[src/rtl/isa_pkg.sv]
// Shared ISA definitions for the fetch unit and the datapath: opcode values,
// fetch FSM state encoding and the one-hot operation flag bundle.
package isa_pkg;

   localparam logic [2:0] OP_ADD = 3'd0;
   localparam logic [2:0] OP_SUB = 3'd1;
   localparam logic [2:0] OP_MOV = 3'd4;
   localparam logic [2:0] OP_SHL = 3'd5;

   typedef enum logic [1:0] {
      S_IDLE  = 2'd0,
      S_FETCH = 2'd1,
      S_LATCH = 2'd2,
      S_ISSUE = 2'd3
   } fetch_state_t;

   typedef struct packed {
      logic add;
      logic sub;
      logic mov;
      logic shl;
   } op_flags_t;

   // All-zero result marks an opcode with no defined operation.
   function automatic op_flags_t decode_op(input logic [2:0] opc);
      op_flags_t f;
      f = '0;
      case (opc)
         OP_ADD:  f.add = 1'b1;
         OP_SUB:  f.sub = 1'b1;
         OP_MOV:  f.mov = 1'b1;
         OP_SHL:  f.shl = 1'b1;
         default: f = '0;
      endcase
      return f;
   endfunction

endpackage

[src/rtl/instr_fetch_if.sv]
// Program-ROM port and decoded-operation handshake between the fetch unit
// (master) and the ROM/datapath side (slave).
interface instr_fetch_if #(
   parameter int ADDR_W = 3,
   parameter int DATA_W = 11
);
   logic [ADDR_W-1:0] rom_addr;
   logic [DATA_W-1:0] rom_data;
   logic              op_valid;
   logic              op_ready;
   logic [2:0]        op_code;
   logic [7:0]        op_imm;
   logic              op_add;
   logic              op_sub;
   logic              op_mov;
   logic              op_shl;

   modport master (
      output rom_addr,
      input  rom_data,
      output op_valid,
      input  op_ready,
      output op_code,
      output op_imm,
      output op_add,
      output op_sub,
      output op_mov,
      output op_shl
   );

   modport slave (
      input  rom_addr,
      output rom_data,
      input  op_valid,
      output op_ready,
      input  op_code,
      input  op_imm,
      input  op_add,
      input  op_sub,
      input  op_mov,
      input  op_shl
   );
endinterface

[src/rtl/instr_decode.sv]
// Combinational instruction decode: splits the word into opcode/immediate
// and produces the one-hot operation flags plus an illegal-opcode indication.
module instr_decode
   import isa_pkg::*;
#(
   parameter int DATA_W = 11
) (
   input  logic [DATA_W-1:0] ir,
   output logic [2:0]        op_code,
   output logic [7:0]        op_imm,
   output op_flags_t         flags,
   output logic              illegal
);

   // Field split and opcode lookup.
   always_comb begin
      op_code = ir[10:8];
      op_imm  = ir[7:0];
      flags   = decode_op(ir[10:8]);
      illegal = (flags == '0);
   end

endmodule

[src/rtl/instr_fetch.sv]
// Instruction fetch/issue controller for a registered program ROM.
//
//   state   | meaning
//   --------+-----------------------------------------------------------
//   S_IDLE  | parked, waiting for en
//   S_FETCH | PC presented to the ROM; ROM registers the address
//   S_LATCH | ROM word valid; captured into IR, illegal words skipped
//   S_ISSUE | op_valid high, IR held until op_ready
module instr_fetch
   import isa_pkg::*;
#(
   parameter int ADDR_W   = 3,
   parameter int DATA_W   = 11,
   parameter int PROG_LEN = 8
) (
   input  logic          clk,
   input  logic          rst,
   input  logic          en,
   instr_fetch_if.master bus,
   output logic          pc_wrap,
   output logic          illegal
);

   localparam logic [ADDR_W-1:0] PC_LAST = ADDR_W'(PROG_LEN - 1);

   fetch_state_t      state;
   fetch_state_t      state_nxt;
   logic [ADDR_W-1:0] pc;
   logic [DATA_W-1:0] ir;
   logic [DATA_W-1:0] dec_in;
   logic              advance;
   logic              set_illegal;
   logic              issue;
   logic              pc_wrap_q;

   logic [2:0]        dec_code;
   logic [7:0]        dec_imm;
   op_flags_t         dec_flags;
   logic              dec_illegal;

   // In LATCH the decoder looks at the fresh ROM word so the legality
   // decision is made the same cycle it is captured; otherwise it shows IR.
   assign dec_in = (state == S_LATCH) ? bus.rom_data : ir;

   instr_decode #(
      .DATA_W (DATA_W)
   ) u_decode (
      .ir      (dec_in),
      .op_code (dec_code),
      .op_imm  (dec_imm),
      .flags   (dec_flags),
      .illegal (dec_illegal)
   );

   // Next-state, PC advance and issue decisions.
   always_comb begin
      state_nxt   = state;
      advance     = 1'b0;
      set_illegal = 1'b0;
      issue       = 1'b0;
      case (state)
         S_IDLE: begin
            if (en) state_nxt = S_FETCH;
         end
         S_FETCH: begin
            state_nxt = S_LATCH;
         end
         S_LATCH: begin
            if (dec_illegal) begin
               set_illegal = 1'b1;
               advance     = 1'b1;
               state_nxt   = en ? S_FETCH : S_IDLE;
            end else begin
               state_nxt = S_ISSUE;
            end
         end
         S_ISSUE: begin
            // Masked during reset so a pending operation is never accepted.
            issue = ~rst;
            if (issue && bus.op_ready) begin
               advance   = 1'b1;
               state_nxt = en ? S_FETCH : S_IDLE;
            end
         end
         default: begin
            state_nxt = S_IDLE;
         end
      endcase
   end

   // State, PC, IR and sticky flag registers.
   always_ff @(posedge clk) begin
      if (rst) begin
         state     <= S_IDLE;
         pc        <= '0;
         ir        <= '0;
         illegal   <= 1'b0;
         pc_wrap_q <= 1'b0;
      end else begin
         state     <= state_nxt;
         pc_wrap_q <= advance && (pc == PC_LAST);
         if (advance) pc <= (pc == PC_LAST) ? '0 : pc + ADDR_W'(1);
         if (state == S_LATCH) ir <= bus.rom_data;
         if (set_illegal) illegal <= 1'b1;
      end
   end

   assign bus.rom_addr = pc;
   assign bus.op_valid = issue;
   assign bus.op_code  = dec_code;
   assign bus.op_imm   = dec_imm;
   assign bus.op_add   = issue & dec_flags.add;
   assign bus.op_sub   = issue & dec_flags.sub;
   assign bus.op_mov   = issue & dec_flags.mov;
   assign bus.op_shl   = issue & dec_flags.shl;
   assign pc_wrap      = pc_wrap_q & ~rst;

endmodule

[src/flat_wrapper.sv]
// flat-port wrapper written by rule: the top's interface ports become plain ports
module instr_fetch_flat import isa_pkg::*;
#(
   parameter int ADDR_W   = 3,
   parameter int DATA_W   = 11,
   parameter int PROG_LEN = 8
)
  (clk, rst, en, pc_wrap, illegal, bus_rom_addr, bus_rom_data, bus_op_valid, bus_op_ready, bus_op_code, bus_op_imm, bus_op_add, bus_op_sub, bus_op_mov, bus_op_shl);
  instr_fetch_if #(.ADDR_W(ADDR_W), .DATA_W(DATA_W)) bus_i ();
  input  logic clk;
  input  logic rst;
  input  logic en;
  output logic pc_wrap;
  output logic illegal;
  output wire logic [$bits(bus_i.rom_addr)-1:0] bus_rom_addr;
  input wire logic [$bits(bus_i.rom_data)-1:0] bus_rom_data;
  output wire logic [$bits(bus_i.op_valid)-1:0] bus_op_valid;
  input wire logic [$bits(bus_i.op_ready)-1:0] bus_op_ready;
  output wire logic [$bits(bus_i.op_code)-1:0] bus_op_code;
  output wire logic [$bits(bus_i.op_imm)-1:0] bus_op_imm;
  output wire logic [$bits(bus_i.op_add)-1:0] bus_op_add;
  output wire logic [$bits(bus_i.op_sub)-1:0] bus_op_sub;
  output wire logic [$bits(bus_i.op_mov)-1:0] bus_op_mov;
  output wire logic [$bits(bus_i.op_shl)-1:0] bus_op_shl;
  assign bus_rom_addr = bus_i.rom_addr;
  assign bus_i.rom_data = bus_rom_data;
  assign bus_op_valid = bus_i.op_valid;
  assign bus_i.op_ready = bus_op_ready;
  assign bus_op_code = bus_i.op_code;
  assign bus_op_imm = bus_i.op_imm;
  assign bus_op_add = bus_i.op_add;
  assign bus_op_sub = bus_i.op_sub;
  assign bus_op_mov = bus_i.op_mov;
  assign bus_op_shl = bus_i.op_shl;
  instr_fetch #(.ADDR_W(ADDR_W), .DATA_W(DATA_W), .PROG_LEN(PROG_LEN)) u_core (.clk(clk), .rst(rst), .en(en), .bus(bus_i), .pc_wrap(pc_wrap), .illegal(illegal));
endmodule
[config.mk]
export PLATFORM = sky130hd
export DESIGN_NAME = instr_fetch_flat
export DESIGN_NICKNAME = d
export VERILOG_FILES = /design/src/rtl/isa_pkg.sv /design/src/rtl/instr_fetch_if.sv /design/src/rtl/instr_decode.sv /design/src/rtl/instr_fetch.sv /design/src/flat_wrapper.sv
export SDC_FILE = /design/constraint.sdc
export NUM_CORES = 1
export LEC_CHECK = 0
export ABC_AREA = 0
export CAP_MARGIN = 30
export CELL_PAD_IN_SITES_DETAIL_PLACEMENT = 1
export CELL_PAD_IN_SITES_GLOBAL_PLACEMENT = 1
export CORE_MARGIN = 8
export CORE_UTILIZATION = 32
export DETAILED_ROUTE_END_ITERATION = 10
export HOLD_SLACK_MARGIN = 0.1
export PLACE_DENSITY = 0.85
export SYNTH_ARGS = -nofsm -noshare
export SYNTH_HDL_FRONTEND = slang
export SYNTH_HIERARCHICAL = 1
export SYNTH_SLANG_ARGS = --single-unit
[constraint.sdc]
create_clock -name clk -period 2 [get_ports clk]
set_input_delay 0.3 -clock clk [delete_from_list [all_inputs] [get_ports clk]]
set_output_delay 0.3 -clock clk [all_outputs]
set_load 0.03 [all_outputs]
==> images/clocks.png <==
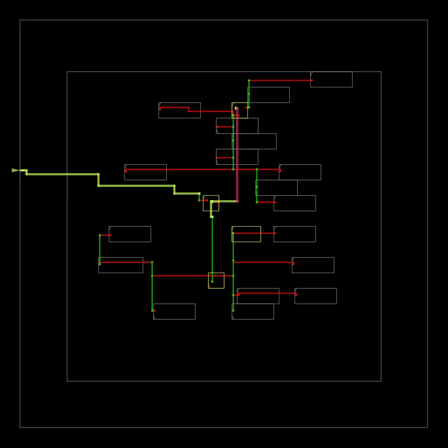
worst skew pair latency: 0.30 ns
post-route clock skew: 0.00424 ns
clock buffer count: 4

==> images/layer_met3.png <==
Scale: 4 px per um.
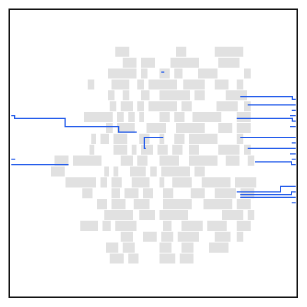
The layer carries 185 um of wire. 20 nets have wire on it. The layer holds 7.1% of the routed length. The wires run mostly horizontal.
total wire length: 2600 um
count of vias placed by the detailed router: 761
met3 Resource Use GR: 0.0404

==> images/wires.png <==
Scale: 4 px per um.
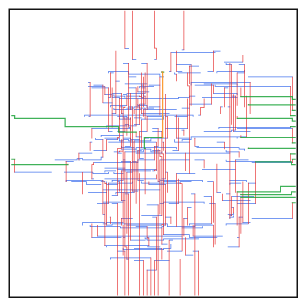
Red stands for metal 2, wire length 1,280 um. Orange stands for metal 4, wire length 16.3 um. Green stands for metal 3, wire length 185 um. Blue stands for metal 1, wire length 1,120 um.

==> images/layer_met2.png <==
Scale: 4 px per um.
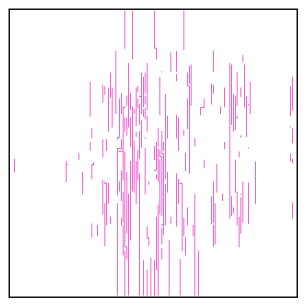
The layer holds 49% of the routed length. 133 nets have wire on it.

==> images/power_grid.png <==
Scale: 4 px per um. Pins as bars on the die edge. Tap cells in grey.
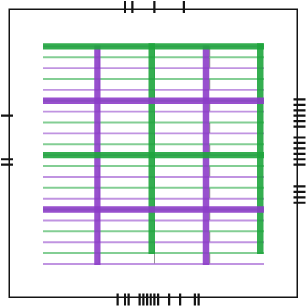
Green stands for VDD. Purple stands for VSS.
21 met1 rails follow the rows. The core has 20 rows. 4 straps on met4. 36 signal pins sit on the boundary. 33 tap cells.
core region area: 0.00300 mm2
Die Ht: 71.7 um
width of the die: 71.7 um
Worst VDD drop: 235 uV

==> run summary <==
This memo summarizes the results of the implementation run.

Status
The flow ran to the end, but the final reports show violations. The final reports fail on setup timing.

Die
The effective utilization at floorplan is 0.330. For this design the top-level I/O count stands at 36.

GRT
The initial antenna violation count is 0. The via count of the first global-routing pass was 841. For this run, the total global-route usage over all layers was measured as 0.107.

Clock network
The number of setup buffers added after CTS is 3. The number of buffers added by the clock tree synthesis step is 3. The clock tree from TritonCTS is built. No sink is reached through more buffers than the 2 on the longest clock path. In this run the clock root is driven by a sky130_fd_sc_hd__clkbuf_4.

Once the clock tree was built, the resizer swapped 42 gates to a different size. Clock-pin slew was measured on the worst setup and hold paths at 0.11 ns.

Worst hold path
The worst hold path depth is 2. STA reports the tightest min-delay check as being of type reg2reg.

Final layout
Between the synthesized netlist and the finished layout, the area growth was recorded as 39.0%. For this run, the number of standard cells in the final layout without fillers is 161. For this run, the script counts the antenna cells in the layout as 0.

The layout has 342 filler cells. In the final layout, the share of cells above drive strength 1 is 0.406. The area used by sequential logic in the layout is 363 um2.

Synth
The number of flops mapped to enable cells by yosys is 0. A synthesized cell averages 10.3 um2. Post-synth the commonest register cell is sky130_fd_sc_hd__dfxtp_1. Warnings reported by Yosys during synthesis add up to 6. Of the post-synthesis cell area, the dominant cell type holds 0.364. Counting every net in the synthesized netlist gives 113.

Counting distinct cell types in the post-synthesis netlist gives 28. Yosys attributes the largest share of cell area to sky130_fd_sc_hd__dfxtp_1 36%, sky130_fd_sc_hd__mux2_4 14%, sky130_fd_sc_hd__buf_4 8.3%. Summed over all instances, the cell type with the most area after synthesis is sky130_fd_sc_hd__dfxtp_1.

STA
Timing would allow up to 0.480 GHz. The setup TNS is -0.259 ns. The post-layout period usage of the worst path is 1.04. Setup violations remaining at the end of the flow were counted as 4.

The final critical delay including setup and external delays is 2.08 ns. The worst slew slack as a fraction of its limit is 0.762. The final timing report lists a max-slew violation count of 0.

The critical path in the final layout is reported with a setup slack of -0.0819 ns. The transition at the pin with the smallest max-transition slack is 0.356 ns.

Placed design
The placement summary gives the final routability congestion estimate as 0.713. The placement-stage worst setup slack is 0.0357 ns. The half-perimeter wire length of the detailed placement result is 1910 um.

Drt
The number of DRC violations after detailed-routing iteration 0 is 34. TritonRoute output was used to compute an average wire per cell of 16.2 um. Nets still carrying antenna violations after routing amount to 0. The DRC violation total left in the routed layout is recorded as 0.

Setup path
The timing report shows the most common cell along the critical path to be sky130_fd_sc_hd__buf_6. The top fanout value on the critical path is 6. The delay of the slowest cell on the worst path is 0.34 ns. The start-to-end type of the worst setup path is reg2out. According to the timing report, the data required time at the worst endpoint equals 1.70 ns. The arrival time at the worst endpoint is 1.78 ns.

Power and ir drop
The static power due to leakage is 0.618 nW.

Flow run
The max-cap violation count is 0. The total tool warning count is 28.
==> cell usage after synthesis (all sizes together), types with 2 or more instances <==
library cell,instances
a21oi,5
and2,4
and2b,5
and3b,2
buf,13
clkbuf,2
dfxtp,18
ha,2
mux2,11
nand2,2
nand3,3
nor2,5
nor2b,10
nor3b,2
o21ai,4
==> registers in the layout, summed over array words and instances (netlist names) <==
signal               flops
u_core/illegal           1
u_core/state             2
u_core/bus.rom_addr      3
u_core/ir               11
u_core/pc_wrap_q         1
==> metal layers <==
layer	GRT usage	routed length (um)
met5	0	0
met4	0.0408	16
met3	0.0404	184
met2	0.179	1280
met1	0.120	1120
==> cell families (layout without fill, tap and decap cells) <==
logic type / count (synthesis) / in the layout / synth area share
adders and majority gates: 2 / 2 / 0.0252
AOI/OAI and AO/OA: 11 / 11 / 0.0606
and+or+nand+nor: 38 / 38 / 0.278
DFF: 18 / 18 / 0.364
buffers and inverters: 16 / 48 / 0.114
muxes: 11 / 11 / 0.159
==> cell type report <==
| cell class | instances | share of cell area |
|---|---|---|
| multi-input cells | 62 | 0.400 |
| flip-flops and latches | 18 | 0.263 |
| inverters | 1 | 0.00272 |
| well taps | 33 | 0.0300 |
| clock buffers | 4 | 0.0263 |
| repair buffers | 43 | 0.278 |
==> where the power goes <==
part | switching, mW | internal (mW)
clock network | 0.117 | 0.111
logic | 0.138 | 0.139
registers | 0.00810 | 0.378
==> critical path: cells and delay by family (launching register included) <==
kind                   cells  cell delay, ns
buffers and inverters      2            0.26
muxes                      1            0.33
and+or+nand+nor            3            0.56
DFF                        1            0.34
==> per-stage QoR <==
| step | utilization | hold WS, ns | power [mW] | instance area, um2 |
|---|---|---|---|---|
| floorplan | - | 0.498 | 0.588 | 991 |
| global placement | 0.438 | 0.463 | 0.661 | 1320 |
| detailed placement | 0.438 | 0.469 | 0.672 | 1320 |
| CTS | 0.478 | 0.509 | 0.911 | 1440 |
| global route | 0.459 | 0.545 | 0.942 | 1380 |
| finish | 0.459 | 0.501 | 0.891 | 1380 |
==> placed cells by master (no fill, tap or decap), types with 3 or more instances in the layout <==
cell type,netlist,routed
sky130_fd_sc_hd__nor2b_1,5,5
sky130_fd_sc_hd__clkdlybuf4s50_1,0,18
sky130_fd_sc_hd__nor2b_4,5,5
sky130_fd_sc_hd__nor2_1,5,5
sky130_fd_sc_hd__clkbuf_4,0,3
sky130_fd_sc_hd__a21oi_1,5,5
sky130_fd_sc_hd__buf_4,11,8
sky130_fd_sc_hd__dlygate4sd2_1,0,3
sky130_fd_sc_hd__and2b_1,5,5
sky130_fd_sc_hd__dfxtp_1,18,16
sky130_fd_sc_hd__o21ai_0,4,4
sky130_fd_sc_hd__and2_4,0,4
sky130_fd_sc_hd__mux2_4,9,11
sky130_fd_sc_hd__buf_6,0,5
sky130_fd_sc_hd__buf_2,0,8
sky130_fd_sc_hd__nand3_1,3,3
==> final timing paths <==
path              slack (ns)                     end       startpoint
hold reg to reg         0.50          u_core/illegal   u_core/illegal
setup reg to reg        0.29  u_core/bus.rom_addr[1]  u_core/state[1]
setup / recovery       -0.08              bus_op_mov  u_core/state[1]
hold / removal          0.50          u_core/illegal   u_core/illegal
Power figures rest on the tool's default switching activity, not on a simulated workload.
